==> images/registers.png <==
Scale bar: 100 µm. Other sequential cells in the stronger grey, the rest of the logic in the fainter grey.
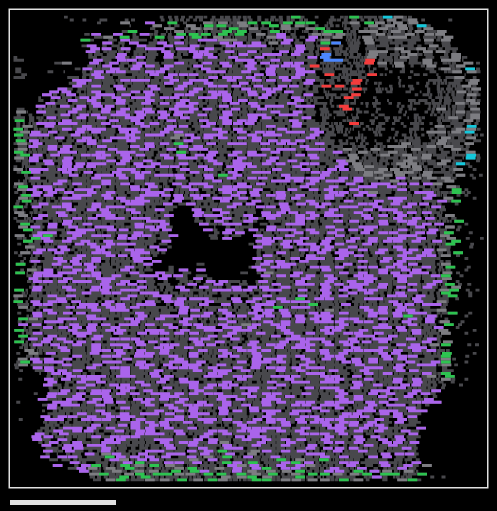
==> images/met2.png <==
Scale bar: 100 µm.
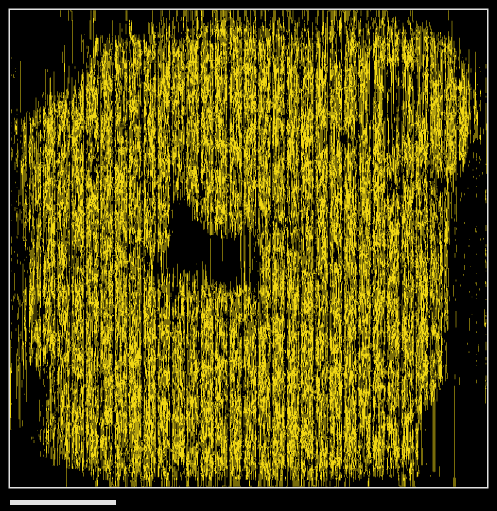
==> images/final_congestion.png <==
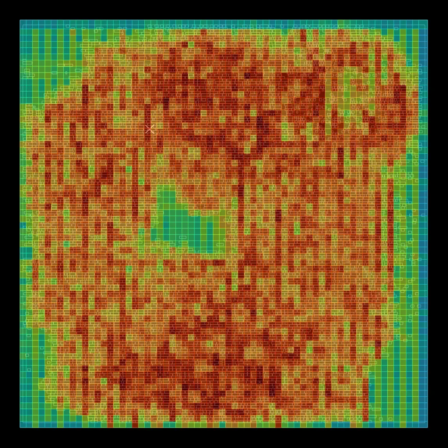
<file path="src/rtl/tag_rename_table_if.sv">
// Bundle of request and response signals for tag_rename_table.
//   master : drives rename, lookup, broadcast and flush requests; receives lookup results
//   slave  : the table itself
// Request signals:  ren_en/ren_reg/ren_tag, rd_en/rd_a/rd_b, bc_en/bc_tag/bc_data, flush
// Response signals: rd_valid, rd_rdy_a/b, rd_tag_a/b, rd_data_a/b, pend_cnt
interface tag_rename_table_if #(
   parameter int unsigned REG_W  = 4,
   parameter int unsigned TAG_W  = 8,
   parameter int unsigned DATA_W = 128
);
   logic              ren_en;
   logic [REG_W-1:0]  ren_reg;
   logic [TAG_W-1:0]  ren_tag;
   logic              rd_en;
   logic [REG_W-1:0]  rd_a;
   logic [REG_W-1:0]  rd_b;
   logic              bc_en;
   logic [TAG_W-1:0]  bc_tag;
   logic [DATA_W-1:0] bc_data;
   logic              flush;
   logic              rd_valid;
   logic              rd_rdy_a;
   logic              rd_rdy_b;
   logic [TAG_W-1:0]  rd_tag_a;
   logic [TAG_W-1:0]  rd_tag_b;
   logic [DATA_W-1:0] rd_data_a;
   logic [DATA_W-1:0] rd_data_b;
   logic [REG_W:0]    pend_cnt;

   modport master (
      output ren_en, ren_reg, ren_tag, rd_en, rd_a, rd_b, bc_en, bc_tag, bc_data, flush,
      input  rd_valid, rd_rdy_a, rd_rdy_b, rd_tag_a, rd_tag_b, rd_data_a, rd_data_b, pend_cnt
   );

   modport slave (
      input  ren_en, ren_reg, ren_tag, rd_en, rd_a, rd_b, bc_en, bc_tag, bc_data, flush,
      output rd_valid, rd_rdy_a, rd_rdy_b, rd_tag_a, rd_tag_b, rd_data_a, rd_data_b, pend_cnt
   );
endinterface

</file>
<file path="src/rtl/tag_rename_table.sv">
// Register rename table: each architectural register holds a pending flag, the tag of its
// outstanding producer and the last broadcast data value.
//   clk  : clock, all state on rising edge
//   rst  : asynchronous active-low reset
//   bus  : tag_rename_table_if slave modport (rename, two-source lookup, result broadcast,
//          flush, registered lookup results and registered pending count)
module tag_rename_table #(
   parameter int unsigned NREGS  = 16,
   parameter int unsigned REG_W  = 4,
   parameter int unsigned TAG_W  = 8,
   parameter int unsigned DATA_W = 128
) (
   input logic               clk,
   input logic               rst,
   tag_rename_table_if.slave bus
);

   logic [NREGS-1:0]  pend_q, pend_d;
   logic [TAG_W-1:0]  tag_q  [NREGS];
   logic [TAG_W-1:0]  tag_d  [NREGS];
   logic [DATA_W-1:0] data_q [NREGS];
   logic [DATA_W-1:0] data_d [NREGS];
   logic [NREGS-1:0]  bc_hit;
   logic [NREGS-1:0]  ren_hit;
   logic [REG_W:0]    cnt_d, cnt_q;

   logic              valid_d, valid_q;
   logic              rdy_a_d, rdy_a_q, rdy_b_d, rdy_b_q;
   logic [TAG_W-1:0]  tag_a_d, tag_a_q, tag_b_d, tag_b_q;
   logic [DATA_W-1:0] data_a_d, data_a_q, data_b_d, data_b_q;

   // Per-entry broadcast match and rename select; rename is suppressed during flush.
   always_comb begin
      bc_hit  = '0;
      ren_hit = '0;
      for (int i = 0; i < NREGS; i++) begin
         bc_hit[i]  = bus.bc_en && pend_q[i] && (tag_q[i] == bus.bc_tag);
         ren_hit[i] = bus.ren_en && !bus.flush && (bus.ren_reg == REG_W'(i));
      end
   end

   // Next table state. Rename beats a same-cycle broadcast on the same entry.
   always_comb begin
      pend_d = pend_q;
      cnt_d  = '0;
      for (int i = 0; i < NREGS; i++) begin
         tag_d[i]  = tag_q[i];
         data_d[i] = data_q[i];
         if (ren_hit[i]) begin
            pend_d[i] = 1'b1;
            tag_d[i]  = bus.ren_tag;
         end else if (bc_hit[i]) begin
            pend_d[i] = 1'b0;
            data_d[i] = bus.bc_data;
         end
         if (bus.flush) begin
            pend_d[i] = 1'b0;
         end
         cnt_d = cnt_d + (REG_W + 1)'(pend_d[i]);
      end
   end

   // Lookup on pre-update state, with same-cycle broadcast bypass.
   always_comb begin
      valid_d  = bus.rd_en;
      rdy_a_d  = 1'b0;
      rdy_b_d  = 1'b0;
      tag_a_d  = '0;
      tag_b_d  = '0;
      data_a_d = '0;
      data_b_d = '0;
      if (bus.rd_en) begin
         if (!pend_q[bus.rd_a]) begin
            rdy_a_d  = 1'b1;
            data_a_d = data_q[bus.rd_a];
         end else if (bc_hit[bus.rd_a]) begin
            rdy_a_d  = 1'b1;
            data_a_d = bus.bc_data;
         end else begin
            tag_a_d  = tag_q[bus.rd_a];
         end
         if (!pend_q[bus.rd_b]) begin
            rdy_b_d  = 1'b1;
            data_b_d = data_q[bus.rd_b];
         end else if (bc_hit[bus.rd_b]) begin
            rdy_b_d  = 1'b1;
            data_b_d = bus.bc_data;
         end else begin
            tag_b_d  = tag_q[bus.rd_b];
         end
      end
   end

   always_ff @(posedge clk or negedge rst) begin
      if (!rst) begin
         pend_q   <= '0;
         cnt_q    <= '0;
         valid_q  <= 1'b0;
         rdy_a_q  <= 1'b0;
         rdy_b_q  <= 1'b0;
         tag_a_q  <= '0;
         tag_b_q  <= '0;
         data_a_q <= '0;
         data_b_q <= '0;
         for (int i = 0; i < NREGS; i++) begin
            tag_q[i]  <= '0;
            data_q[i] <= '0;
         end
      end else begin
         pend_q   <= pend_d;
         cnt_q    <= cnt_d;
         valid_q  <= valid_d;
         rdy_a_q  <= rdy_a_d;
         rdy_b_q  <= rdy_b_d;
         tag_a_q  <= tag_a_d;
         tag_b_q  <= tag_b_d;
         data_a_q <= data_a_d;
         data_b_q <= data_b_d;
         for (int i = 0; i < NREGS; i++) begin
            tag_q[i]  <= tag_d[i];
            data_q[i] <= data_d[i];
         end
      end
   end

   assign bus.rd_valid  = valid_q;
   assign bus.rd_rdy_a  = rdy_a_q;
   assign bus.rd_rdy_b  = rdy_b_q;
   assign bus.rd_tag_a  = tag_a_q;
   assign bus.rd_tag_b  = tag_b_q;
   assign bus.rd_data_a = data_a_q;
   assign bus.rd_data_b = data_b_q;
   assign bus.pend_cnt  = cnt_q;

endmodule

</file>
<file path="src/flat_wrapper.sv">
// flat-port wrapper written by rule: the top's interface ports become plain ports
module tag_rename_table_flat 
#(
   parameter int unsigned NREGS  = 16,
   parameter int unsigned REG_W  = 4,
   parameter int unsigned TAG_W  = 8,
   parameter int unsigned DATA_W = 128
)
  (clk, rst, bus_ren_en, bus_ren_reg, bus_ren_tag, bus_rd_en, bus_rd_a, bus_rd_b, bus_bc_en, bus_bc_tag, bus_bc_data, bus_flush, bus_rd_valid, bus_rd_rdy_a, bus_rd_rdy_b, bus_rd_tag_a, bus_rd_tag_b, bus_rd_data_a, bus_rd_data_b, bus_pend_cnt);
  tag_rename_table_if #(.REG_W(REG_W), .TAG_W(TAG_W), .DATA_W(DATA_W)) bus_i ();
  input logic clk;
  input logic rst;
  input wire logic [$bits(bus_i.ren_en)-1:0] bus_ren_en;
  input wire logic [$bits(bus_i.ren_reg)-1:0] bus_ren_reg;
  input wire logic [$bits(bus_i.ren_tag)-1:0] bus_ren_tag;
  input wire logic [$bits(bus_i.rd_en)-1:0] bus_rd_en;
  input wire logic [$bits(bus_i.rd_a)-1:0] bus_rd_a;
  input wire logic [$bits(bus_i.rd_b)-1:0] bus_rd_b;
  input wire logic [$bits(bus_i.bc_en)-1:0] bus_bc_en;
  input wire logic [$bits(bus_i.bc_tag)-1:0] bus_bc_tag;
  input wire logic [$bits(bus_i.bc_data)-1:0] bus_bc_data;
  input wire logic [$bits(bus_i.flush)-1:0] bus_flush;
  output wire logic [$bits(bus_i.rd_valid)-1:0] bus_rd_valid;
  output wire logic [$bits(bus_i.rd_rdy_a)-1:0] bus_rd_rdy_a;
  output wire logic [$bits(bus_i.rd_rdy_b)-1:0] bus_rd_rdy_b;
  output wire logic [$bits(bus_i.rd_tag_a)-1:0] bus_rd_tag_a;
  output wire logic [$bits(bus_i.rd_tag_b)-1:0] bus_rd_tag_b;
  output wire logic [$bits(bus_i.rd_data_a)-1:0] bus_rd_data_a;
  output wire logic [$bits(bus_i.rd_data_b)-1:0] bus_rd_data_b;
  output wire logic [$bits(bus_i.pend_cnt)-1:0] bus_pend_cnt;
  assign bus_i.ren_en = bus_ren_en;
  assign bus_i.ren_reg = bus_ren_reg;
  assign bus_i.ren_tag = bus_ren_tag;
  assign bus_i.rd_en = bus_rd_en;
  assign bus_i.rd_a = bus_rd_a;
  assign bus_i.rd_b = bus_rd_b;
  assign bus_i.bc_en = bus_bc_en;
  assign bus_i.bc_tag = bus_bc_tag;
  assign bus_i.bc_data = bus_bc_data;
  assign bus_i.flush = bus_flush;
  assign bus_rd_valid = bus_i.rd_valid;
  assign bus_rd_rdy_a = bus_i.rd_rdy_a;
  assign bus_rd_rdy_b = bus_i.rd_rdy_b;
  assign bus_rd_tag_a = bus_i.rd_tag_a;
  assign bus_rd_tag_b = bus_i.rd_tag_b;
  assign bus_rd_data_a = bus_i.rd_data_a;
  assign bus_rd_data_b = bus_i.rd_data_b;
  assign bus_pend_cnt = bus_i.pend_cnt;
  tag_rename_table #(.NREGS(NREGS), .REG_W(REG_W), .TAG_W(TAG_W), .DATA_W(DATA_W)) u_core (.clk(clk), .rst(rst), .bus(bus_i));
endmodule
</file>
<file path="config.mk">
export PLATFORM = sky130hd
export DESIGN_NAME = tag_rename_table_flat
export DESIGN_NICKNAME = d
export VERILOG_FILES = /design/src/rtl/tag_rename_table_if.sv /design/src/rtl/tag_rename_table.sv /design/src/flat_wrapper.sv
export SDC_FILE = /design/constraint.sdc
export NUM_CORES = 2
export LEC_CHECK = 0
export CORE_MARGIN = 3
export CORE_UTILIZATION = 64
export CTS_BUF_LIST = sky130_fd_sc_hd__clkbuf_8
export DETAILED_ROUTE_END_ITERATION = 6
export GPL_TIMING_DRIVEN = 1
export PLACE_DENSITY = 0.94
export REMOVE_ABC_BUFFERS = 1
export SYNTH_ARGS = -nofsm -noshare
export SYNTH_HDL_FRONTEND = slang
export SYNTH_SLANG_ARGS = --single-unit
</file>
<file path="constraint.sdc">
create_clock -name clk -period 5.39 [get_ports clk]
set_input_delay 1.078 -clock clk [delete_from_list [all_inputs] [get_ports clk]]
set_output_delay 1.078 -clock clk [all_outputs]
set_load 0.03 [all_outputs]
</file>
==> summary.txt <==
final setup fails -> 0
IO Port Bufs -> 441
biggest area cells -> dfrtp_1 49%, mux4_2 24%, mux2_2 19%, mux2i_1 2.1%, clkbuf_1 1.9%
WP depth -> 17
postcts setup bufs -> 0
status -> finished, violations left
xor/xnor share -> 0.00896
Largest logic family -> multiplexers
Cell Area, Placed -> 135000 µm²
DRT iter0 DRCs -> 10.3k
max-cap viol count -> 0
Routed Antenna Nets -> 0
top area contributor share -> 0.487
Core Util, Final -> 0.731
Worst path slowest cell -> clkdlybuf4s50_1
fmax -> 195 MHz
TNS Setup -> 0 ps
failing checks -> DRC
synth warn -> 0
Critical Path AT -> 6070 ps
post-route worst setup slack -> 275 ps
RePlAce Congestion -> 0.946
CP most frequent cell -> fa_1
critical path type -> primary input to register
P_clk -> 16.8 mW
CTS tree -> done
Initial DRT Pass Iterations -> 7
final std cells w/o fill -> 11.1k
Inst Count DP -> 10.3k
switching part of the total -> 0.255
count of tool warnings -> 56
Post-Syn Area -> 127000 µm²
DRC Markers -> 6
-- registers.png (at the start) --
`u_core.bus.pend_cnt` -> blue  # sequential cells 5
`u_core.data_q` -> purple  # sequential cells 2048, where all over the die
`u_core.pend_q` -> red  # sequential cells 16
`u_core.bus.rd_data_b` -> green  # sequential cells 128, where all over the die
`u_core.bus.rd_tag_a` -> cyan  # sequential cells 8, where top right
not coloured = 267

-- met2.png (at the start) --
longest straight run = 120 µm
wire length on this layer = 183 mm

-- final_congestion.png (at the start) --
met3 layer usage reported by global route: 0.0931
wire per inst: 34.4 µm

==> cells in the mapped netlist (3+ instances only) <==
library cell	instances
dfrtp_1	2472
mux2_2	2168
mux4_2	1368
clkbuf_1	627
mux2i_1	261
nor2_1	159
nor4_1	147
buf_1	124
xor2_1	75
nand2_1	70
xnor2_1	55
inv_1	27
nor3_1	23
nand3_1	21
buf_2	18
a21oi_1	15
nand4_1	15
buf_6	13
and3_1	11
fa_1	10
o211a_1	8
a21o_1	7
nor2b_1	6
o21ai_0	6
ha_1	5
or3_1	5
and2_1	4
a31oi_1	3
nand2b_1	3
or4_1	3
==> state kept, by name (all words and copies together) (netlist names) <==
| register | flops |
|---|---|
| u_core.bus.rd_rdy_b | 1 |
| u_core.pend_q | 16 |
| u_core.data_q | 2048 |
| u_core.tag_q | 128 |
| u_core.bus.rd_data_a | 128 |
| u_core.bus.rd_tag_a | 8 |
| u_core.bus.rd_tag_b | 8 |
| u_core.bus.rd_data_b | 128 |
| u_core.bus.rd_valid | 1 |
| u_core.bus.pend_cnt | 5 |
| u_core.bus.rd_rdy_a | 1 |
==> cell type report <==
| cell class | instances | area, µm² |
|---|---|---|
| Clock inverter | 194 | 1090 |
| Timing Repair Buffer | 723 | 7660 |
| Multi-Input combinational cell | 4473 | 62200 |
| Clock buffer | 517 | 7120 |
| Antenna cell | 41 | 103 |
| Sequential cell | 2472 | 61900 |
| Fill cell | 11100 | 52800 |
| Tap cell | 2624 | 3280 |
| Inverter | 27 | 114 |
==> metal layers <==
layer / track usage / routed length (µm) / part of all wire
met1: 0.488 / 135000 / 0.35
met2: 0.577 / 183000 / 0.48
met5: 0 / 103 / 0.00027
met3: 0.0931 / 37000 / 0.097
met4: 0.249 / 25300 / 0.066
Power is estimated from default activity; no workload was simulated.
